## src/rtl/lsnn_spike_monitor_if.sv

```systemverilog
// ---------------------------------------------------------------------------
// lsnn_spike_monitor_if
//   Valid/ready stream that carries inter-spike-interval values from the
//   spike monitor's ISI FIFO to the readout logic.
//
//   out_valid : producer -> consumer, FIFO head is valid
//   out_isi   : producer -> consumer, FIFO head value (0 when empty)
//   out_ready : consumer -> producer, head is accepted this cycle
//
//   master : the monitor (drives valid/data)
//   slave  : the readout consumer (drives ready)
// ---------------------------------------------------------------------------
interface lsnn_spike_monitor_if;
  logic       out_valid;
  logic       out_ready;
  logic [7:0] out_isi;

  modport master (
    output out_valid,
    output out_isi,
    input  out_ready
  );

  modport slave (
    input  out_valid,
    input  out_isi,
    output out_ready
  );
endinterface

```

## src/rtl/lsnn_spike_monitor.sv

```systemverilog
// ---------------------------------------------------------------------------
// lsnn_spike_monitor
//   Watches the spike bit of an adaptive-threshold LIF neuron. For every
//   spike it measures the inter-spike interval (ISI, saturating at 255) and
//   queues it in a small FIFO drained over a valid/ready stream. In parallel
//   it counts spikes over a fixed window of 2^WIN_LOG2 enabled cycles and
//   publishes the count once per window.
//
// Parameters
//   WIN_LOG2   : log2 of the rate window length, 1..8
//   FIFO_DEPTH : ISI FIFO entries, power of two, 2..16
//
// Ports
//   clk        : clock, rising edge
//   rst_n      : asynchronous active-low reset, clears all state
//   ena        : freezes ISI/window/rate state when low (pop side still runs)
//   spike_in   : neuron spike bit, one spike per high cycle
//   isi_bus    : ISI stream (out_valid/out_isi out, out_ready in)
//   fifo_level : FIFO occupancy
//   overflow   : sticky, an ISI was dropped because the FIFO was full
//   rate_out   : spike count of the last completed window, saturating
//   rate_stb   : one-cycle pulse when rate_out updates
// ---------------------------------------------------------------------------
module lsnn_spike_monitor #(
  parameter int WIN_LOG2   = 4,
  parameter int FIFO_DEPTH = 4
) (
  input  logic                          clk,
  input  logic                          rst_n,
  input  logic                          ena,
  input  logic                          spike_in,
  lsnn_spike_monitor_if.master          isi_bus,
  output logic [$clog2(FIFO_DEPTH):0]   fifo_level,
  output logic                          overflow,
  output logic [7:0]                    rate_out,
  output logic                          rate_stb
);

  localparam int AW = $clog2(FIFO_DEPTH);
  localparam int LW = AW + 1;

  logic spike;
  assign spike = ena & spike_in;

  // -------------------------------------------------------------------------
  // ISI measurement
  // -------------------------------------------------------------------------
  logic       seen;
  logic [7:0] isi_cnt;
  logic [7:0] push_val;

  // The very first spike has no predecessor, so it reports 0.
  assign push_val = seen ? isi_cnt : 8'd0;

  always_ff @(posedge clk or negedge rst_n) begin
    if (!rst_n) begin
      seen    <= 1'b0;
      isi_cnt <= 8'd0;
    end else if (spike) begin
      seen    <= 1'b1;
      isi_cnt <= 8'd1;
    end else if (ena && seen && (isi_cnt != 8'hFF)) begin
      isi_cnt <= isi_cnt + 8'd1;
    end
  end

  // -------------------------------------------------------------------------
  // ISI FIFO
  // -------------------------------------------------------------------------
  logic [7:0]    mem [FIFO_DEPTH];
  logic [AW-1:0] wr_ptr;
  logic [AW-1:0] rd_ptr;
  logic [LW-1:0] level;
  logic          full;
  logic          empty;
  logic          do_pop;
  logic          do_push;

  assign full    = (level == LW'(FIFO_DEPTH));
  assign empty   = (level == '0);
  assign do_pop  = !empty && isi_bus.out_ready;
  // When full, a simultaneous pop frees the head slot, which is the slot
  // wr_ptr points at, so the write lands behind the remaining entries.
  assign do_push = spike && (!full || do_pop);

  always_ff @(posedge clk or negedge rst_n) begin
    if (!rst_n) begin
      for (int i = 0; i < FIFO_DEPTH; i++) begin
        mem[i] <= 8'd0;
      end
      wr_ptr   <= '0;
      rd_ptr   <= '0;
      level    <= '0;
      overflow <= 1'b0;
    end else begin
      if (do_push) begin
        mem[wr_ptr] <= push_val;
        wr_ptr      <= wr_ptr + AW'(1);
      end
      if (do_pop) begin
        rd_ptr <= rd_ptr + AW'(1);
      end
      case ({do_push, do_pop})
        2'b10:   level <= level + LW'(1);
        2'b01:   level <= level - LW'(1);
        default: level <= level;
      endcase
      if (spike && full && !do_pop) begin
        overflow <= 1'b1;
      end
    end
  end

  // Outputs come from registered state only; out_ready never reaches them.
  assign isi_bus.out_valid = !empty;
  assign isi_bus.out_isi   = empty ? 8'd0 : mem[rd_ptr];
  assign fifo_level        = level;

  // -------------------------------------------------------------------------
  // Windowed spike rate
  // -------------------------------------------------------------------------
  logic [WIN_LOG2-1:0] win_cnt;
  logic [7:0]          spike_cnt;
  logic [8:0]          win_sum;
  logic                win_last;

  assign win_last = (win_cnt == {WIN_LOG2{1'b1}});
  assign win_sum  = {1'b0, spike_cnt} + {8'd0, spike};

  always_ff @(posedge clk or negedge rst_n) begin
    if (!rst_n) begin
      win_cnt   <= '0;
      spike_cnt <= 8'd0;
      rate_out  <= 8'd0;
      rate_stb  <= 1'b0;
    end else begin
      rate_stb <= 1'b0;
      if (ena) begin
        win_cnt <= win_cnt + WIN_LOG2'(1);
        if (win_last) begin
          // The closing cycle's own spike still belongs to this window.
          rate_out  <= win_sum[8] ? 8'hFF : win_sum[7:0];
          spike_cnt <= 8'd0;
          rate_stb  <= 1'b1;
        end else if (spike && (spike_cnt != 8'hFF)) begin
          spike_cnt <= spike_cnt + 8'd1;
        end
      end
    end
  end

endmodule
```

## src/flat_wrapper.sv

```systemverilog
// flat-port wrapper written by rule: the top's interface ports become plain ports
module lsnn_spike_monitor_flat 
#(
  parameter int WIN_LOG2   = 4,
  parameter int FIFO_DEPTH = 4
)
  (clk, rst_n, ena, spike_in, fifo_level, overflow, rate_out, rate_stb, isi_bus_out_valid, isi_bus_out_isi, isi_bus_out_ready);
  lsnn_spike_monitor_if isi_bus_i ();
  input  logic clk;
  input  logic rst_n;
  input  logic ena;
  input  logic spike_in;
  output logic [$clog2(FIFO_DEPTH):0] fifo_level;
  output logic overflow;
  output logic [7:0] rate_out;
  output logic rate_stb;
  output wire logic [$bits(isi_bus_i.out_valid)-1:0] isi_bus_out_valid;
  output wire logic [$bits(isi_bus_i.out_isi)-1:0] isi_bus_out_isi;
  input wire logic [$bits(isi_bus_i.out_ready)-1:0] isi_bus_out_ready;
  assign isi_bus_out_valid = isi_bus_i.out_valid;
  assign isi_bus_out_isi = isi_bus_i.out_isi;
  assign isi_bus_i.out_ready = isi_bus_out_ready;
  lsnn_spike_monitor #(.WIN_LOG2(WIN_LOG2), .FIFO_DEPTH(FIFO_DEPTH)) u_core (.clk(clk), .rst_n(rst_n), .ena(ena), .spike_in(spike_in), .isi_bus(isi_bus_i), .fifo_level(fifo_level), .overflow(overflow), .rate_out(rate_out), .rate_stb(rate_stb));
endmodule
```

## config.mk

```make
export PLATFORM = sky130hd
export DESIGN_NAME = lsnn_spike_monitor_flat
export DESIGN_NICKNAME = d
export VERILOG_FILES = /design/src/rtl/lsnn_spike_monitor_if.sv /design/src/rtl/lsnn_spike_monitor.sv /design/src/flat_wrapper.sv
export SDC_FILE = /design/constraint.sdc
export NUM_CORES = 1
export LEC_CHECK = 0
export CAP_MARGIN = 15
export CORE_ASPECT_RATIO = 1.25
export CORE_MARGIN = 1.5
export CORE_UTILIZATION = 49
export DETAILED_ROUTE_END_ITERATION = 10
export PLACE_DENSITY = 0.71
export SYNTH_ARGS = -nofsm -noshare
export SYNTH_HDL_FRONTEND = slang
export SYNTH_SLANG_ARGS = --single-unit
```

## constraint.sdc

```tcl
create_clock -name clk -period 1.9 [get_ports clk]
set_clock_uncertainty 0.05 [all_clocks]
set_input_delay 0.285 -clock clk [delete_from_list [all_inputs] [get_ports clk]]
set_output_delay 0.285 -clock clk [all_outputs]
set_load 0.01 [all_outputs]
```

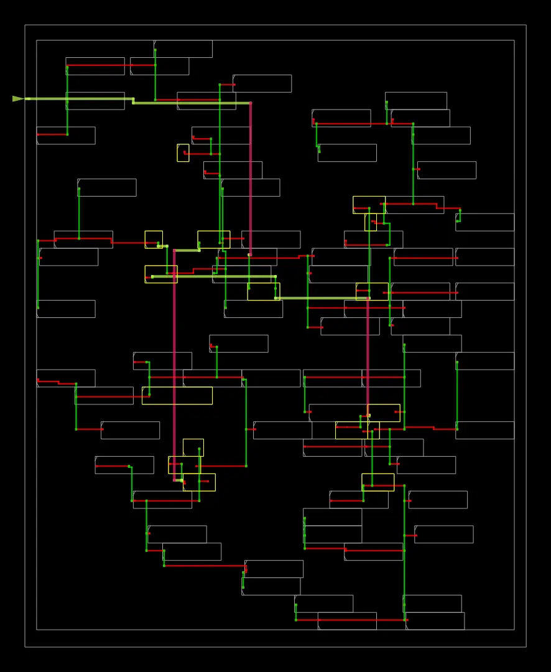
*Clock wiring as the flow saved it, run 1*
number of clock sinks seen by CTS: 70
clkbuf count: 10
P_clk: 1.18 mW
Num CTS Buffers: 9

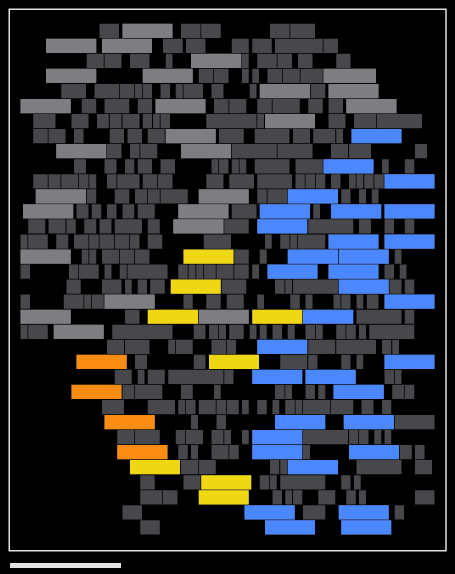
*Where the registers sit, run 1*
The bar under the picture is 20 um long. Other sequential cells in the stronger grey, the rest of the logic in the fainter grey.
yellow -> `u_core.isi_cnt`  # flops 8
orange -> `u_core.win_cnt`  # flops 4, where lower left
blue -> `u_core.mem`  # flops 32
not coloured = 26

==> impl_metrics.xml, run 1 <==
<?xml version="1.0" encoding="UTF-8"?>
<metrics>
  <group name="timing">
    <metric name="achievable-frequency" unit="MHz">486</metric>
    <metric name="layout_worst_path_cycle_share" unit="">1.08</metric>
    <metric name="timing.setup.tns" unit="ps">-823</metric>
    <metric name="grt_setup_unrepaired" unit="">yes</metric>
    <metric name="setup_viol" unit="">10</metric>
    <metric name="fin_worst_hold_slack" unit="ps">322</metric>
    <metric name="final_critical_path_setup_slack" unit="ps">-158</metric>
    <metric name="finalWorstPathRequiredPeriod" unit="ps">2060</metric>
  </group>
  <group name="critical_path">
    <metric name="crit_chain" unit="">buf_6 -&gt; buf_6 -&gt; mux4_2 -&gt; and2_1 -&gt; buf_2</metric>
    <metric name="critical_path.max_stage_delay" unit="ps">470</metric>
    <metric name="cp_num_buf_inv" unit="">3</metric>
    <metric name="timing.critical_path.from_type" unit="">flip-flop</metric>
  </group>
  <group name="synthesis">
    <metric name="synth.distinct_cells" unit="">49</metric>
    <metric name="avg_cell_area_syn" unit="sq um">10.9</metric>
    <metric name="netlist_instances" unit="">323</metric>
    <metric name="mux_frac_synth" unit="">0.0635</metric>
    <metric name="sequential_to_total_area_share_from_yosys_stat" unit="">0.499</metric>
    <metric name="main_area_contributors_after_synthesis" unit="">sky130_fd_sc_hd__dfrtp_1, sky130_fd_sc_hd__o21ai_0, sky130_fd_sc_hd__nand2_1</metric>
  </group>
  <group name="cells_and_area">
    <metric name="layout_cell_share_with_drive_strength_beyond_1" unit="">0.244</metric>
    <metric name="antenna_cells" unit="">0</metric>
  </group>
  <group name="clock_tree">
    <metric name="clock_tree.root_cell" unit="">sky130_fd_sc_hd__clkbuf_8</metric>
  </group>
  <group name="route">
    <metric name="wl_met3" unit="um">202</metric>
    <metric name="drt_iter0_markers" unit="">129</metric>
    <metric name="drc" unit="">0</metric>
    <metric name="dr_wl_met2" unit="um">3660</metric>
    <metric name="wire_per_inst" unit="um">14.5</metric>
  </group>
  <group name="global_route">
    <metric name="globalRouteOverflowTotal" unit="">0</metric>
    <metric name="grt_pass1_vias" unit="">2714</metric>
    <metric name="largest_net_degree_at_the_start_of_global_routing" unit="">58</metric>
  </group>
  <group name="floorplan">
    <metric name="fp.dieH" unit="um">97.6</metric>
    <metric name="chip_area" unit="sq um">7680</metric>
    <metric name="top_level_ports" unit="">27</metric>
    <metric name="fp-utilization" unit="">0.506</metric>
    <metric name="die_width" unit="um">78.7</metric>
  </group>
  <group name="run_status">
    <metric name="failed_checks" unit="">negative setup slack</metric>
    <metric name="run_status" unit="">finished with violations</metric>
  </group>
  <group name="flow_run">
    <metric name="tool_warnings" unit="">32</metric>
    <metric name="max-cap-violations" unit="">0</metric>
  </group>
  <group name="placement">
    <metric name="dp.cells" unit="">458</metric>
  </group>
</metrics>
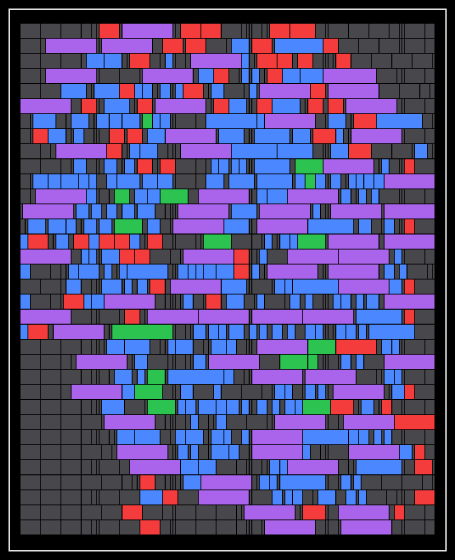
*Placed cells, one colour a class, run 1*
Fill, decap, tap and diode cells in grey.
purple -> flip-flops  # cells 70, share of their area 42%
red -> other buffers and delay cells  # cells 66, share of their area 13%
green -> clock drivers and dummy loads  # cells 16, share of their area 4.7%
blue -> all other logic  # cells 238, share of their area 40%

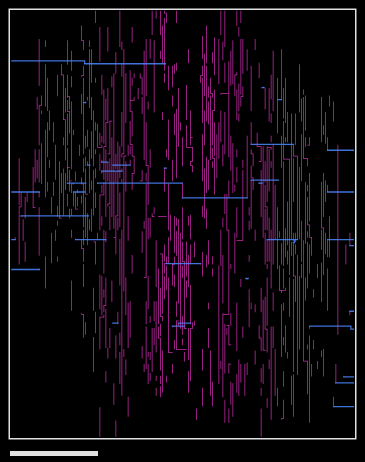
*Routed metal, one colour a layer, run 1*
The bar under the picture is 20 um long. Only two layers are drawn.
blue -> met3  # wire length 203 um
magenta -> met2  # wire length 3660 um

-- run 1: worst paths after layout --
kind                                      start                   end  depth (start not counted)
setup / recovery               u_core.rd_ptr[0]    isi_bus_out_isi[4]                          5
hold / removal                isi_bus_out_ready       u_core.overflow                          3
setup reg to reg           u_core.fifo_level[1]  u_core.fifo_level[2]                          9
hold reg to reg                 u_core.overflow       u_core.overflow                          1
max in group asynchronous                 rst_n  u_core.fifo_level[0]                          3
min in group asynchronous                 rst_n        u_core.mem[14]                          2
-- run 1: cells in the final DEF (no fill, tap or decap), drive strengths merged, types with 5 or more instances in the layout --
cell type / count
a21oi: 8
and2: 10
and3: 9
buf: 48
clkbuf: 10
clkdlybuf4s50: 15
dfrtp: 70
ha: 10
inv: 11
mux4: 8
nand2: 52
nand3: 13
nand4: 6
nor2: 10
nor3: 5
o21ai: 40
xnor2: 9
xor2: 6
-- run 1: state kept, by name, summed over array words and instances (netlist names) --
register and count:
u_core.mem 32, u_core.isi_cnt 8, u_core.rate_out 8, u_core.spike_cnt 8
u_core.win_cnt 4, u_core.fifo_level 3, u_core.rd_ptr 2, u_core.wr_ptr 2
u_core.overflow 1, u_core.rate_stb 1, u_core.seen 1
-- run 1: power breakdown --
| group | switching [mW] | total, mW | internal [mW] |
|---|---|---|---|
| registers | 0.364 | 2.32 | 1.96 |
| clock network | 0.544 | 1.18 | 0.637 |
| logic | 1.06 | 2.31 | 1.25 |
| total | 1.97 | 5.81 | 3.84 |
-- run 1: tightest hold or removal path, cell delays in order --
cell and delay [ps]:
sky130_fd_sc_hd__dlymetal6s2s_1 150, sky130_fd_sc_hd__nor4b_4 70, sky130_fd_sc_hd__a21o_1 160
-- run 1: kinds of logic after synthesis --
group / count (synthesis)
compound gates: 71
xor+xnor: 15
fa+ha+maj: 11
buf+inv: 26
flops: 70
mux: 12
simple gates: 118
-- run 1: area by class of cell --
class	count	area [sq um]
clock inverters	6	61.3
inverters	11	41.3
multi-input cells	227	1650
flip-flops and latches	70	1750
clock buffers	10	138
repair buffers	66	566
well taps	90	113
fillers	592	2610
-- run 1: per-layer routing --
metal	vias to the layer above	global-route usage
met5	-	0
met2	48	0.350
met4	0	0.0797
met3	15	0.0319
li1	1269	-
met1	1281	0.247
-- run 1: through the flow --
stage | util | power (mW)
after detailed placement | 0.586 | 4.58
after global routing | 0.623 | 6.20
after global placement | 0.586 | 4.48
after CTS | 0.617 | 5.80
final | 0.623 | 5.81
after floorplan | - | 3.64
-- run 1: timing repair --
| action | 4_1_cts | 5_1_grt |
|---|---|---|
| pin swaps | 16 | 6 |
| resized | 39 | 5 |
| hold buffers | 1 | 0 |
| hold endpoints to repair | 13 | 0 |
| endpoints found under the setup margin | 11 | 11 |
| buffers inserted | 3 | 2 |
==> run 2, diff against run 1 <==
- CTS_BUF_LIST: not set -> sky130_fd_sc_hd__clkbuf_4 sky130_fd_sc_hd__clkbuf_8
- SKIP_LAST_GASP: not set -> 1
- SLEW_MARGIN: not set -> 15
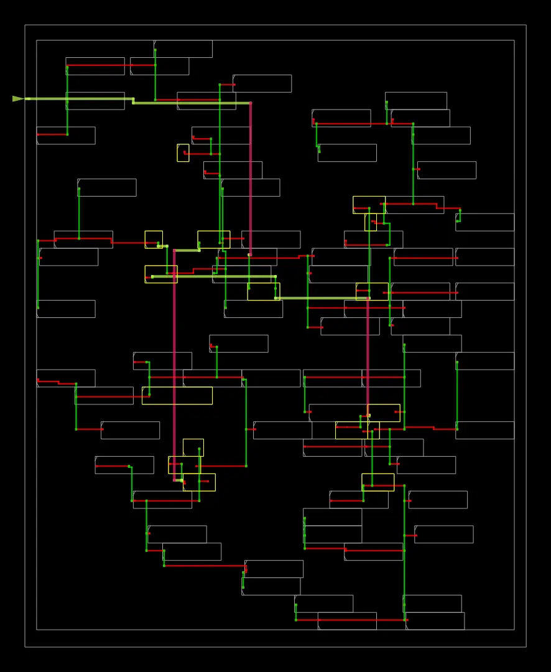
*Clock wiring as the flow saved it, run 2*
number of flip-flops and latches: 70
clock latency on the worst-skew pair: 330 ps

==> impl_metrics.xml, run 2 <==
<?xml version="1.0" encoding="UTF-8"?>
<metrics>
  <group name="power_and_ir_drop">
    <metric name="power.net_switching" unit="mW">1.97</metric>
    <metric name="switching_share" unit="">0.339</metric>
    <metric name="p_clk_frac" unit="">0.203</metric>
    <metric name="combinationalPowerShare" unit="">0.397</metric>
    <metric name="p_int" unit="mW">3.84</metric>
    <metric name="power_leakage" unit="nW">1.98</metric>
    <metric name="report.power.total" unit="mW">5.81</metric>
  </group>
  <group name="route">
    <metric name="wire_per_inst" unit="um">14.5</metric>
    <metric name="drc" unit="">0</metric>
    <metric name="drt_iter0_markers" unit="">129</metric>
  </group>
  <group name="timing">
    <metric name="grt_setup_unrepaired" unit="">yes</metric>
    <metric name="finalWorstPathRequiredPeriod" unit="ps">2060</metric>
    <metric name="achievable-frequency" unit="MHz">486</metric>
    <metric name="layout_worst_path_cycle_share" unit="">1.08</metric>
    <metric name="timing.setup.tns" unit="ps">-823</metric>
    <metric name="setup_viol" unit="">10</metric>
    <metric name="final_critical_path_setup_slack" unit="ps">-158</metric>
  </group>
  <group name="cells_and_area">
    <metric name="final_layout_top_logic_cells" unit="">sky130_fd_sc_hd__dfrtp_1, sky130_fd_sc_hd__nand2_1, sky130_fd_sc_hd__o21ai_0</metric>
    <metric name="postLayoutCoreUtil" unit="">0.623</metric>
    <metric name="antenna_cells" unit="">0</metric>
    <metric name="layout_cell_share_with_drive_strength_beyond_1" unit="">0.244</metric>
    <metric name="flip_flop_count_of_the_largest_register_after_layout" unit="">32</metric>
    <metric name="largest_register" unit="">u_core.mem</metric>
  </group>
  <group name="clock_tree">
    <metric name="numClockSinks" unit="">70</metric>
    <metric name="cts_inserted_buffers" unit="">9</metric>
    <metric name="clock_tree.root_cell" unit="">sky130_fd_sc_hd__clkbuf_8</metric>
    <metric name="clkTransAtPathRegs" unit="ps">70</metric>
  </group>
  <group name="global_route">
    <metric name="grt_pass1_vias" unit="">2714</metric>
    <metric name="largest_net_degree_at_the_start_of_global_routing" unit="">58</metric>
    <metric name="globalRouteOverflowTotal" unit="">0</metric>
  </group>
  <group name="floorplan">
    <metric name="fp-utilization" unit="">0.506</metric>
    <metric name="chip_area" unit="sq um">7680</metric>
    <metric name="fp.dieH" unit="um">97.6</metric>
    <metric name="top_level_ports" unit="">27</metric>
    <metric name="die_width" unit="um">78.7</metric>
  </group>
  <group name="critical_path">
    <metric name="critical_path.max_stage_delay" unit="ps">470</metric>
    <metric name="timing.critical_path.from_type" unit="">flip-flop</metric>
    <metric name="crit_chain" unit="">buf_6 -&gt; buf_6 -&gt; mux4_2 -&gt; and2_1 -&gt; buf_2</metric>
  </group>
  <group name="run_status">
    <metric name="run_status" unit="">finished with violations</metric>
    <metric name="failed_checks" unit="">negative setup slack</metric>
  </group>
  <group name="synthesis">
    <metric name="netlist_instances" unit="">323</metric>
    <metric name="main_area_contributors_after_synthesis" unit="">sky130_fd_sc_hd__dfrtp_1, sky130_fd_sc_hd__o21ai_0, sky130_fd_sc_hd__nand2_1</metric>
    <metric name="avg_cell_area_syn" unit="sq um">10.9</metric>
    <metric name="synth.distinct_cells" unit="">49</metric>
    <metric name="numSynthFlops" unit="">70</metric>
    <metric name="sequential_to_total_area_share_from_yosys_stat" unit="">0.499</metric>
  </group>
  <group name="placement">
    <metric name="dp.cells" unit="">458</metric>
  </group>
  <group name="min_path">
    <metric name="min-delay-path-class" unit="">in -&gt; reg</metric>
  </group>
  <group name="flow_run">
    <metric name="tool_warnings" unit="">32</metric>
  </group>
</metrics>
-- run 2: cell counts after synthesis --
Identical to the previous run, type by type.
-- run 2: worst paths after layout --
| check | startpoint | endpoint | slack [ps] | cells after the start |
|---|---|---|---|---|
| hold reg to reg | u_core.overflow | u_core.overflow | 420 | 1 |
| hold / removal | isi_bus_out_ready | u_core.overflow | 320 | 3 |
| setup / recovery | u_core.rd_ptr[0] | isi_bus_out_isi[4] | -160 | 5 |
| min in group asynchronous | rst_n | u_core.mem[14] | 330 | 2 |
| setup reg to reg | u_core.fifo_level[1] | u_core.fifo_level[2] | -30 | 9 |
| max in group asynchronous | rst_n | u_core.fifo_level[0] | 870 | 3 |
-- run 2: power by group through the flow --
stage / clock network [mW] / registers, mW / logic, mW
after floorplan: 0 / 2.30 / 1.34
after global placement: 0 / 2.31 / 2.17
after detailed placement: 0 / 2.33 / 2.25
after CTS: 1.22 / 2.32 / 2.27
after global routing: 1.27 / 2.39 / 2.54
final: 1.18 / 2.32 / 2.31
-- run 2: cell families after synthesis --
kind of cell,after synthesis,share of synthesized area
fa+ha+maj,11,0.0414
flops,70,0.499
buf+inv,26,0.0424
xor+xnor,15,0.0374
mux,12,0.0635
compound gates,71,0.131
simple gates,118,0.185
-- run 2: metal layers --
layer / global-route usage / vias to the layer above / routed length (um) / share of wire
li1: - / 1269 / - / -
met1: 0.247 / 1281 / 2950 / 0.42
met2: 0.350 / 48 / 3660 / 0.53
met3: 0.0319 / 15 / 202 / 0.029
met4: 0.0797 / 0 / 150 / 0.022
met5: 0 / - / 0 / 0
-- run 2: what timing repair did --
item,4_1_cts,5_1_grt
pin swaps,16,6
endpoints found under the hold margin,13,0
buffers inserted,3,2
hold buffers,1,0
gates resized,39,5
setup endpoints to repair,11,11
-- run 2: stage by stage --
step / hold slack (ps) / setup slack [ps] / instance area, sq um
after floorplan: -60.6 / -104 / 3540
after global placement: 156 / -351 / 4060
after detailed placement: 159 / -453 / 4060
after CTS: 340 / -183 / 4280
after global routing: 332 / -231 / 4320
final: 322 / -158 / 4320
-- run 2: critical path: cells and delay by family (launching register included) --
family	cells	cell delay (ps)
buffers and inverters	3	390
flip-flops	1	390
multiplexers	1	470
AND/OR/NAND/NOR	1	140
-- run 2: final cells by class --
cell class | instances | area [sq um]
tap | 90 | 113
fill | 592 | 2610
clock inverter | 6 | 61.3
timing repair buffer | 66 | 566
clock buffer | 10 | 138
multi-input combinational | 227 | 1650
inverter | 11 | 41.3
sequential | 70 | 1750
No activity file was given, so power comes from the tool's default toggle rates.
